$ cat src/rtl/dbus_arbiter.sv
// dbus_arbiter: shares the single core data bus between the fetch-side
// page-table walker (freq/fresp) and the memory stage (mreq/mresp).
// Once a requester is granted, the bus stays locked to it until data_ok.
// Only that owner sees the response, and a starvation counter makes sure
// memory eventually wins over a continuously requesting fetch side.
//
// Ports:
//   clk, reset    core clock, asynchronous active-high reset
//   freq / fresp  fetch/PTW request in, response out (0 unless fetch owns)
//   mreq / mresp  memory-stage request in, response out (0 unless memory owns)
//   flush         discard any in-flight response (the bus cycle still completes)
//   dreq / dresp  request to / response from the data bus
//   gnt_f, gnt_m  current owner, one-hot or both 0
//   busy          a transaction is in flight
`timescale 1ns/1ps

package dbus_pkg;
  typedef struct packed {
    logic        valid;
    logic [31:0] addr;
    logic [2:0]  size;
    logic [7:0]  strobe;
    logic [63:0] data;
  } dbus_req_t;

  typedef struct packed {
    logic        addr_ok;
    logic        data_ok;
    logic [63:0] data;
  } dbus_resp_t;
endpackage

module dbus_arbiter
  import dbus_pkg::*;
#(
  parameter int MAX_STARVE = 4
) (
  input  logic       clk,
  input  logic       reset,
  input  dbus_req_t  freq,
  output dbus_resp_t fresp,
  input  dbus_req_t  mreq,
  output dbus_resp_t mresp,
  input  logic       flush,
  output dbus_req_t  dreq,
  input  dbus_resp_t dresp,
  output logic       gnt_f,
  output logic       gnt_m,
  output logic       busy
);

  localparam int CW = $clog2(MAX_STARVE + 1);
  localparam logic [CW-1:0] STARVE_MAX = CW'(MAX_STARVE);

  typedef enum logic [1:0] {IDLE, BUSY, DRAIN} state_t;

  state_t          state;
  dbus_req_t       req_q;
  logic            owner_q;      // 0 = fetch, 1 = memory
  logic [CW-1:0]   starve_cnt;

  logic            sel_m;        // memory wins the IDLE arbitration
  logic            win_valid;
  dbus_req_t       win_req;
  logic            owner_valid;  // live valid of the latched owner
  logic            discard;      // response must not reach the owner

  always_comb begin
    sel_m       = mreq.valid && (!freq.valid || (starve_cnt == STARVE_MAX));
    win_valid   = freq.valid || mreq.valid;
    win_req     = sel_m ? mreq : freq;
    owner_valid = owner_q ? mreq.valid : freq.valid;
    discard     = flush || !owner_valid;
  end

  // Outputs. In IDLE the winner goes straight to the bus so that grant-to-issue
  // latency is zero. Reset also gates the outputs directly: a requester still
  // holding valid during reset must not reach the bus through the IDLE path.
  always_comb begin
    dreq  = '0;
    fresp = '0;
    mresp = '0;
    gnt_f = 1'b0;
    gnt_m = 1'b0;
    busy  = 1'b0;
    if (!reset) begin
      busy = (state != IDLE);
      case (state)
        IDLE: begin
          if (win_valid) begin
            dreq  = win_req;
            gnt_f = !sel_m;
            gnt_m = sel_m;
            // single-cycle bus: the response can arrive in the grant cycle
            if (sel_m) mresp = dresp;
            else       fresp = dresp;
          end
        end
        BUSY: begin
          dreq  = req_q;
          gnt_f = !owner_q;
          gnt_m = owner_q;
          if (!discard) begin
            if (owner_q) mresp = dresp;
            else         fresp = dresp;
          end
        end
        DRAIN: begin
          // bus still locked to the old request, but nobody owns the response
          dreq = req_q;
        end
        default: ;
      endcase
    end
  end

  always_ff @(posedge clk or posedge reset) begin
    if (reset) begin
      state      <= IDLE;
      req_q      <= '0;
      owner_q    <= 1'b0;
      starve_cnt <= '0;
    end else begin
      case (state)
        IDLE: begin
          if (win_valid) begin
            req_q   <= win_req;
            owner_q <= sel_m;
            // data_ok in the grant cycle: latch and completion coincide
            state   <= dresp.data_ok ? IDLE : BUSY;
          end
          if (!mreq.valid || (win_valid && sel_m))
            starve_cnt <= '0;
          else if (win_valid && (starve_cnt != STARVE_MAX))
            starve_cnt <= starve_cnt + 1'b1;
        end
        BUSY: begin
          // flush beats a coinciding data_ok only for routing; the bus cycle
          // is finished either way, so go straight back to IDLE
          if (dresp.data_ok) state <= IDLE;
          else if (discard)  state <= DRAIN;
        end
        DRAIN: begin
          if (dresp.data_ok) state <= IDLE;
        end
        default: state <= IDLE;
      endcase
    end
  end

endmodule

$ cat config.mk
export PLATFORM = sky130hd
export DESIGN_NAME = dbus_arbiter
export DESIGN_NICKNAME = d
export VERILOG_FILES = /design/src/rtl/dbus_arbiter.sv
export SDC_FILE = /design/constraint.sdc
export NUM_CORES = 1
export LEC_CHECK = 0
export CORE_AREA = 2 2 205 207
export CTS_BUF_LIST = sky130_fd_sc_hd__clkbuf_16
export CTS_CLUSTER_SIZE = 25
export DETAILED_ROUTE_END_ITERATION = 8
export DIE_AREA = 0 0 207 209
export GPL_ROUTABILITY_DRIVEN = 1
export SYNTH_ARGS = -nofsm -noshare
export SYNTH_HDL_FRONTEND = slang
export SYNTH_SLANG_ARGS = --single-unit
$ cat constraint.sdc
create_clock -name clk -period 5.05 [get_ports clk]
set_input_delay 1.01 -clock clk [delete_from_list [all_inputs] [get_ports clk]]
set_output_delay 1.01 -clock clk [all_outputs]
set_load 0.01 [all_outputs]
util_map.png
(1.5 px per um) The die is cut into 21 by 21 equal tiles; black is low, pale yellow is high, 0 to 100% covered.
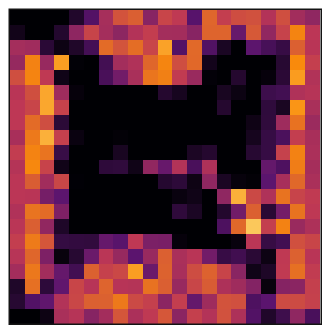
mean over tiles: 30%
emptiest ninth of the die: centre
tiles over 75% full: 2.3%
fullest tile: 88%
nearly empty tiles: 27%
core area: 41290 um^2
floorplan utilization: 17.31%
final core occ: 33.08%

closeup.png
Window x 91 to 116, y 92 to 117 um. Cells in grey, sequential cells in the stronger grey; small squares are vias.
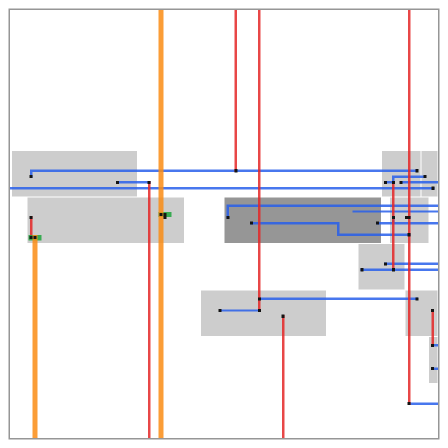
[M1] blue
[M4] orange
[M3] green
[M2] red
netlist names of flops here include: req_q (1)
sequential cells in the window: 1
most frequent: buf_12 (2)
cells with their middle in the window: 8

clock_nets.png
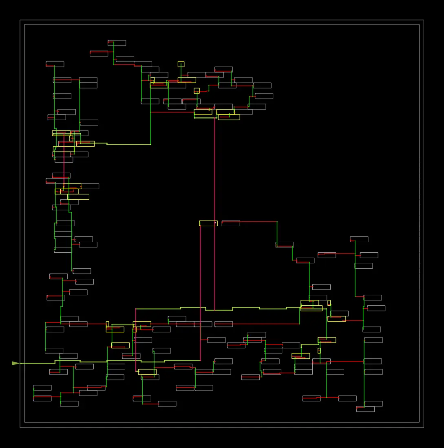
final sequential cell count: 114
final worst clock skew: 0.01030 ns

==> run notes <==
Reports from this run.

- The flow ran to the end, and the final reports show no timing, DRC or antenna violations.
- The number of filler instances in the final layout is 4403.
- The area of combinational cells with multiple inputs reads slightly below 4000 um^2.
- The type of the tightest min-delay check reads reg2reg.
- Of the total power, combinational logic draws 53.0%.
- Once the clock tree was built, the resizer swapped 0 gates to a different size.
- The async set-or-reset flop fraction in the synthesized netlist is 100.0%.
- The number of flip-flops in the largest register is 108.
- After clock tree synthesis, the flow added hold-fix buffers numbering 0.
- The commonest cells after synthesis are sky130_fd_sc_hd__nand2_1 (326), sky130_fd_sc_hd__nor2_1 (138), sky130_fd_sc_hd__o21ai_1 (135), sky130_fd_sc_hd__dfrtp_1 (114), sky130_fd_sc_hd__mux2i_1 (67).
- The fraction of area in non-clock buffers is 40.69%.
- Yosys reports a chip area of 7147 um^2.
- The multi-input combinational gate total reads 785.
- In this run the remaining antenna-violating nets after routing total 0.
- The arrival time of data at the critical path endpoint reads 3.73 ns.
- The buffer_ports step reported a buffer count of 527.
- The placed cell count reads roughly 2000.
- The simple logic cell fraction of the synthesized area is 25.75%.
- The XOR/XNOR share of the synthesized area reads 0%.
- The worst setup path is of the in2out kind.
- The hold slack reads about 0.47 ns.
- The data required time of the worst path reads approximately 4.0 ns.
- The biggest area contributor in the post-synthesis netlist is sky130_fd_sc_hd__dfrtp_1.
- The footprint of the flip-flops and latches is approximately 2900 um^2.
- The proportion of netlist area held by the largest area contributor reads 39.92%.
- The post-CTS setup-driven buffer insertion count is 0.
- After synthesis, the netlist uses 30 different library cells.
- In the layout the commonest cells are sky130_fd_sc_hd__clkdlybuf4s50_1 (527), sky130_fd_sc_hd__nand2_1 (326), sky130_fd_sc_hd__nor2_1 (136).
- The floorplan step set the die width to around 210 um.
- The top fanout value on the critical path is 37.
- The worst relative slew slack reads about a third.
- The number of cell instances on the worst register-to-register path reads 6.
- The TritonCTS clock tree is done.
- The logic gate fraction of the total cell area is 28.84%.
- The combinational power reads 3.19 mW.
- The total setup violations reported at the end of the flow reads 0.
- For reference, the top cells by area after synthesis are sky130_fd_sc_hd__dfrtp_1 (40%), sky130_fd_sc_hd__nand2_1 (17%), sky130_fd_sc_hd__o21ai_1 (9.5%), sky130_fd_sc_hd__mux2i_1 (9.4%), sky130_fd_sc_hd__nor2_1 (7.2%).
- Per the gpl log, the routability congestion estimate is about 0.84.
- The power report puts the net switching power at 2.399 mW.
- The first global-routing pass estimated 51720 um of wire.
- The number of sinks driven by the clock tree is 114.
- Across all setup checks in the final design, the least slack found is 0.3081 ns.
- The register with the most flip-flops in the final layout is req_q.
- The startpoint type of the worst setup path is a primary input.
- The cell count listed in synth_stat.txt is 990.
- Max-slew check failures listed in the final report amount to 0.
- The report gives the cell count of the worst hold path as 1.
- The non-filler instance count after layout reads 2031.
- The count of warnings emitted by yosys reads 0.
- The internal portion of total power reads 3.621 mW.
- After technology mapping, the gate count stands at 990.
- The detailed-route vias per instance is 4.226.
- The post-synthesis instance area is a little over 7000 um^2.
- The total wire length after detailed routing is 34220 um.
- The area of the die is 43260 um^2.
- The synthesized flop and latch total reads 114.
- According to the finish report, the design has a final net count of around 1800.
- The setup TNS is 0 ns.
- The clock-pin slew reported for the worst setup and hold paths after clock tree synthesis reads 0.06 ns.
- The total non-filler cell area in the finished layout is 13660 um^2.
- The sequential fraction of total cell area reads 20.89%.
- The most popular library cell in the synthesized design by count reads sky130_fd_sc_hd__nand2_1.
- The count of routing violations after the opening detailed-route iteration reads roughly 400.
- The group with the largest share of power is combinational logic.
- The largest vdd supply drop reads 0.0002443 V.
- Of the combinational cells, the family taking the most area is simple AND/OR/NAND/NOR gates.
- Entering global routing, the biggest net connects 90 pins.
- The number of enable flip-flop cells is 0.
- The largest registers in the layout are req_q x108, starve_cnt x3, state x2.
- The vertical die dimension reported for this design is 209 um.
- The number of logged tool warnings is 30.
- The TritonCTS buffer count is 17.
- The proportion of synthesized chip area in sequential cells reads 39.92%.
- The average routed wire per standard cell is approximately 17 um.
- The fraction of the mapped netlist area in compound gates is 17.91%.
- The leakage power reads 5.624 nW.
- Setup repair after global routing left no endpoint under its margin.
- The number of DRC violations after detailed routing reads 0.
- The placement row count reads around 75.
## worst max-delay path: cells and delay by family
kind                   cells  cell delay (ns)
AND-OR/OR-AND              2             0.95
buffers and inverters      3             1.57
AND/OR/NAND/NOR            2             0.17
## worst paths after layout
path	slack (ns)	start	end
max	0.31	freq[107]	mresp[19]
min	0.47	req_q[107]	req_q[107]
max reg2reg	2.13	state[0]	req_q[27]
min reg2reg	0.47	req_q[107]	req_q[107]
max in group asynchronous	3.04	reset	req_q[21]
min in group asynchronous	1.20	reset	req_q[85]
## layer usage
metal / global-route usage (%) / share of wire (%) / up-vias / wire length (um)
li1: - / - / 4250 / -
met1: 16.60 / 38 / 3970 / 13050
met2: 28.77 / 53 / 330 / 18020
met3: 4.148 / 6.2 / 34 / 2118
met4: 6.552 / 3.0 / 0 / 1032
met5: 0 / 0 / - / 0
Power and IR drop assume default switching activity.
